File: config.mk
export PLATFORM = sky130hd
export DESIGN_NAME = logo_scroll_ctrl
export DESIGN_NICKNAME = d
export VERILOG_FILES = /design/src/rtl/logo_pkg.sv /design/src/rtl/frame_divider.sv /design/src/rtl/logo_scroll_ctrl.sv
export SDC_FILE = /design/constraint.sdc
export NUM_CORES = 1
export LEC_CHECK = 0
export CAP_MARGIN = 20
export CORE_UTILIZATION = 35
export CTS_BUF_LIST = sky130_fd_sc_hd__clkbuf_16
export DETAILED_ROUTE_END_ITERATION = 16
export GPL_TIMING_DRIVEN = 0
export HOLD_SLACK_MARGIN = 0.12
export MAX_ROUTING_LAYER = met4
export PLACE_DENSITY = 0.51
export RECOVER_POWER = 100
export SLEW_MARGIN = 20
export SYNTH_ARGS = -nofsm -noshare
export SYNTH_HDL_FRONTEND = slang
export SYNTH_SLANG_ARGS = --single-unit
File: constraint.sdc
create_clock -name clk -period 3.4 [get_ports clk]
set_input_delay 0.68 -clock clk [delete_from_list [all_inputs] [get_ports clk]]
set_output_delay 0.68 -clock clk [all_outputs]
set_load 0.02 [all_outputs]
File: src/rtl/logo_pkg.sv
// -----------------------------------------------------------------------------
// logo_pkg
// Shared definitions for the VGA logo path: scroll FSM state encoding, the
// screen anchor the letter painters add the scroll offset to, and a helper
// that turns a dwell length into the last hold-counter value.
// -----------------------------------------------------------------------------
package logo_pkg;

    // Scroll sequencer states (plain 3-bit constants so older painter code
    // that compares against raw values keeps working).
    localparam logic [2:0] ST_IDLE   = 3'd0;
    localparam logic [2:0] ST_RIGHT  = 3'd1;
    localparam logic [2:0] ST_HOLD_R = 3'd2;
    localparam logic [2:0] ST_LEFT   = 3'd3;
    localparam logic [2:0] ST_HOLD_L = 3'd4;

    // Top-left anchor of the logo; painters draw at (LOGO_BASE_X + delt, LOGO_BASE_Y).
    localparam logic [10:0] LOGO_BASE_X = 11'd500;
    localparam logic [10:0] LOGO_BASE_Y = 11'd550;

    // Width of the scroll offset bus.
    localparam int DELT_W = 11;

    // Last hold-counter value before leaving an end-stop. A dwell of zero
    // frames is not meaningful, so it collapses to a single-frame dwell.
    function automatic logic [7:0] hold_last(input logic [7:0] frames);
        return (frames == 8'd0) ? 8'd0 : frames - 8'd1;
    endfunction

endpackage

File: src/rtl/frame_divider.sv
// -----------------------------------------------------------------------------
// frame_divider
// Counts qualified frame strobes and pulses `advance_o` on every (div_i+1)-th
// one. The compare is >= so that lowering div_i below the current count makes
// the very next strobe advance instead of waiting for the counter to wrap.
//
// Ports:
//   clk       in   clock
//   rst_n     in   asynchronous reset, active-low
//   clear_i   in   force the count back to zero (used outside the moving states)
//   en_i      in   qualified frame strobe (frame_start & run & moving)
//   div_i     in   advance every div_i+1 strobes
//   advance_o out  one-cycle pulse, combinational from en_i and the count
// -----------------------------------------------------------------------------
module frame_divider #(
    parameter int DIV_W = 4
) (
    input  logic             clk,
    input  logic             rst_n,
    input  logic             clear_i,
    input  logic             en_i,
    input  logic [DIV_W-1:0] div_i,
    output logic             advance_o
);

    logic [DIV_W-1:0] cnt_q;
    logic [DIV_W-1:0] cnt_d;

    assign advance_o = en_i && (cnt_q >= div_i);

    // NOTE: every always_comb output gets a default on its first line, so no
    // path can leave it unassigned and infer a latch.
    always_comb begin
        cnt_d = cnt_q;
        if (clear_i) begin
            cnt_d = '0;
        end else if (en_i) begin
            cnt_d = advance_o ? '0 : cnt_q + 1'b1;
        end
    end

    // NOTE: state registers use non-blocking assignments so every flop samples
    // the pre-edge values regardless of statement order.
    always_ff @(posedge clk or negedge rst_n) begin
        if (!rst_n) begin
            cnt_q <= '0;
        end else begin
            cnt_q <= cnt_d;
        end
    end

endmodule

File: src/rtl/logo_scroll_ctrl.sv
// -----------------------------------------------------------------------------
// logo_scroll_ctrl
// Frame-synchronous ping-pong sequencer for the logo painters. The offset
// `delt` walks from 0 to MAX_DELT in STEP increments, dwells HOLD_FRAMES
// frames, walks back to 0, dwells again, and repeats. Every register moves
// only on a frame_start cycle, so the painters never see a change mid-scan.
//
// Ports:
//   clk          in   pixel/system clock
//   rst          in   asynchronous reset, active-low
//   frame_start  in   one-cycle strobe at the start of vertical blank
//   run          in   1 = animate, 0 = freeze (state, counters, delt held)
//   show         in   logo visibility request, forwarded to logo_en per frame
//   div          in   advance every div+1 frames
//   delt         out  registered horizontal offset, never above MAX_DELT
//   logo_en      out  registered painter enable
//   dir_left     out  1 while moving or dwelling toward offset 0
//   at_stop      out  1 while dwelling at either end-stop
// -----------------------------------------------------------------------------
module logo_scroll_ctrl
    import logo_pkg::*;
#(
    parameter logic [10:0] MAX_DELT    = 11'd200,
    parameter logic [10:0] STEP        = 11'd2,
    parameter logic [7:0]  HOLD_FRAMES = 8'd30,
    parameter int          DIV_W       = 4
) (
    input  logic             clk,
    input  logic             rst,
    input  logic             frame_start,
    input  logic             run,
    input  logic             show,
    input  logic [DIV_W-1:0] div,
    output logic [10:0]      delt,
    output logic             logo_en,
    output logic             dir_left,
    output logic             at_stop
);

    localparam logic [7:0] HOLD_LAST = hold_last(HOLD_FRAMES);

    logic [2:0]        state_q, state_d;
    logic [DELT_W-1:0] delt_q,  delt_d;
    logic [7:0]        hold_q,  hold_d;
    logic              dir_q,   dir_d;
    logic              stop_q,  stop_d;
    logic              en_q;

    logic              tick;
    logic              moving;
    logic              advance;
    logic [DELT_W:0]   sum_right;
    logic [DELT_W-1:0] next_right;
    logic [DELT_W-1:0] next_left;

    // Movement only reacts to frames seen while running; show is independent.
    assign tick   = frame_start && run;
    assign moving = (state_q == ST_RIGHT) || (state_q == ST_LEFT);

    // The divider only counts in the moving states and is parked at zero
    // otherwise, so each sweep starts with a full div+1 frame interval.
    frame_divider #(
        .DIV_W (DIV_W)
    ) u_frame_divider (
        .clk       (clk),
        .rst_n     (rst),
        .clear_i   (tick && !moving),
        .en_i      (tick && moving),
        .div_i     (div),
        .advance_o (advance)
    );

    // One extra bit on the rightward sum keeps a large STEP from wrapping
    // past the top of the 11-bit range before the clamp sees it.
    assign sum_right  = {1'b0, delt_q} + {1'b0, STEP};
    assign next_right = (sum_right >= {1'b0, MAX_DELT}) ? MAX_DELT : sum_right[DELT_W-1:0];
    assign next_left  = (delt_q < STEP) ? '0 : delt_q - STEP;

    always_comb begin
        state_d = state_q;
        delt_d  = delt_q;
        hold_d  = hold_q;
        dir_d   = dir_q;
        stop_d  = stop_q;

        if (tick) begin
            case (state_q)
                ST_IDLE: begin
                    state_d = ST_RIGHT;
                end

                ST_RIGHT: begin
                    if (advance) begin
                        delt_d = next_right;
                        if (next_right == MAX_DELT) begin
                            state_d = ST_HOLD_R;
                            hold_d  = '0;
                            stop_d  = 1'b1;
                        end
                    end
                end

                ST_HOLD_R: begin
                    if (hold_q >= HOLD_LAST) begin
                        state_d = ST_LEFT;
                        hold_d  = '0;
                        dir_d   = 1'b1;
                        stop_d  = 1'b0;
                    end else begin
                        hold_d = hold_q + 8'd1;
                    end
                end

                ST_LEFT: begin
                    if (advance) begin
                        delt_d = next_left;
                        if (next_left == '0) begin
                            state_d = ST_HOLD_L;
                            hold_d  = '0;
                            stop_d  = 1'b1;
                        end
                    end
                end

                ST_HOLD_L: begin
                    if (hold_q >= HOLD_LAST) begin
                        state_d = ST_RIGHT;
                        hold_d  = '0;
                        dir_d   = 1'b0;
                        stop_d  = 1'b0;
                    end else begin
                        hold_d = hold_q + 8'd1;
                    end
                end

                default: begin
                    state_d = ST_IDLE;
                end
            endcase
        end
    end

    always_ff @(posedge clk or negedge rst) begin
        if (!rst) begin
            state_q <= ST_IDLE;
            delt_q  <= '0;
            hold_q  <= '0;
            dir_q   <= 1'b0;
            stop_q  <= 1'b0;
            en_q    <= 1'b0;
        end else begin
            state_q <= state_d;
            delt_q  <= delt_d;
            hold_q  <= hold_d;
            dir_q   <= dir_d;
            stop_q  <= stop_d;
            // Visibility follows show once per frame, even while frozen.
            if (frame_start) begin
                en_q <= show;
            end
        end
    end

    assign delt     = delt_q;
    assign logo_en  = en_q;
    assign dir_left = dir_q;
    assign at_stop  = stop_q;

endmodule

==> results.txt <==
Results of an implementation run.

The die area is 6602 um2. The run finished with clean final reports. The first detailed-routing pass ran for 4 iterations. The slew at the pin with the worst max-slew slack is 1.272 ns. According to the I/O placement log, the pin count is 23. STA classifies the critical path endpoint as a flip-flop. The count of flip-flops and latches is 29. Routability-driven placement finished with a final weighted congestion of 0.8090.

The type recorded for the worst min-delay path is in2async. The post-route total power is 1652 uW. The DRC violation total left in the routed layout is recorded as 0. In this run the cell area of the synthesized design comes to 2198 um2. Looking at the clock tree report, the H-tree level count equals 2. The post-CTS hold buffer count recorded in the log is 0. The area of the multi-input gates is 1314 um2. The stage logs contain a warning count of 29. The number of global-route vias before repair is 1,880.

The fraction of final layout cells sized beyond drive strength 1 is 10.65%. Per the synthesis report, the single largest cell type by area occupies 33.01% of cell area. The most frequent standard cell in the layout excluding fill and tap cells is sky130_fd_sc_hd__dfrtp_1. The met1 usage in global routing is 25.21%. The tally of nets with antenna violations remaining after routing is 0. The register area is 725.7 um2.

Across all hold checks on the routed design, the worst slack comes to 0.3304 ns. OpenSTA, run right after detailed placement, puts the worst setup slack at 0.06162 ns. Per the GRT log, the top usage layer is met2.

The beginning of the worst register-to-register path is delt[1]$_DFFE_PN0P_. In the finished design, the share of the clock period the worst path needs comes to 91.72%. In the setup report, the worst path falls into the class reg2reg.

The clock transition at the register clock pins on the worst setup and hold paths after CTS is 0.05 ns. The endpoint identified for the worst register-to-register timing path is hold_q[3]$_DFFE_PN0P_. Power spread over the standard cell area amounts to 617.7 nW/um2. Measured on the final layout, the clock distribution area share stands at 6.080%.
## registers in the layout, indices dropped and copies added, names as in the netlist
signal                 cells
u_frame_divider.cnt_q      4
logo_en                    1
delt                      11
state_q                    3
hold_q                     8
dir_left                   1
at_stop                    1
## power by group
| part | internal [uW] | switching (uW) | leakage (uW) | total, uW |
|---|---|---|---|---|
| registers | 422 | 101 | 0.000378 | 523 |
| clock network | 340 | 156 | 0.0000826 | 496 |
| logic | 251 | 382 | 0.000614 | 633 |
## cells by family (layout without fill, tap and decap cells)
group	count (synthesis)	in the layout	synth area share (%)
AND/OR/NAND/NOR	93	93	25.10
AND-OR/OR-AND	81	81	24.02
buffers and inverters	36	67	7.342
flip-flops	29	29	33.01
adder cells (fa/ha/maj)	10	10	5.692
multiplexers	6	6	2.846
XOR/XNOR	5	5	1.992
### Sizing map

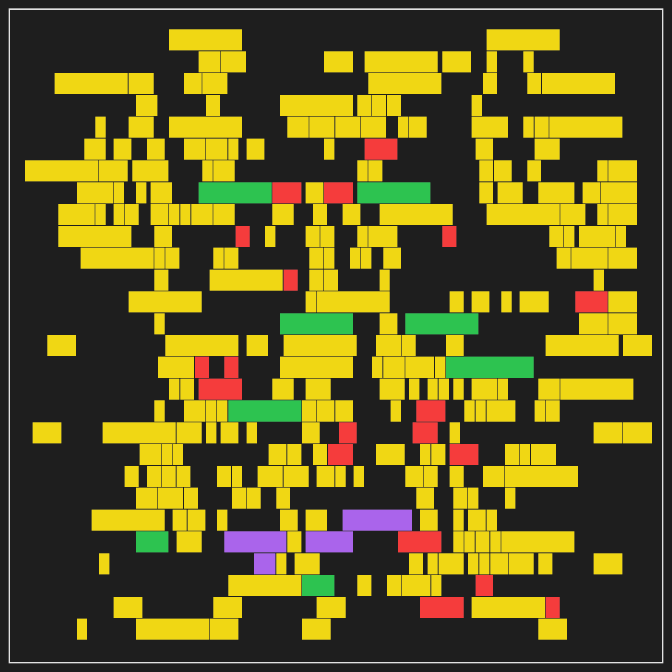
[x3 and x4] purple | cells: 4 | share: 1.4%
[x6 and larger] green | cells: 8 | share: 2.7% | most used: clkbuf_16
[x1 and smaller] yellow | cells: 260 | share: 89% | most used: dfrtp_1
[x2] red | cells: 19 | share: 6.5% | most used: buf_2
P&R area growth vs syn: 21.68%
post-route cell area: 2675 um2
buffer count excluding the clock tree in the final layout: 38

### Placement view

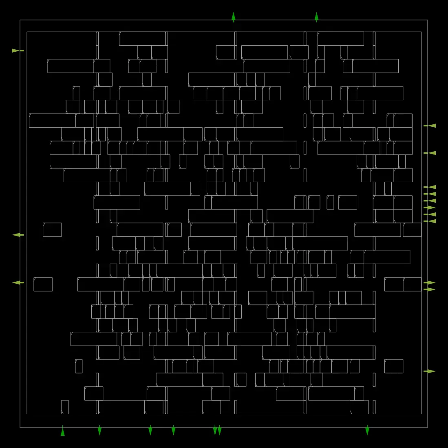
Finished Layout Cells: 366
Placement Rows: 28
flip-flop and latch share of the layout cell area: 27.13%

Power and IR drop assume default switching activity.
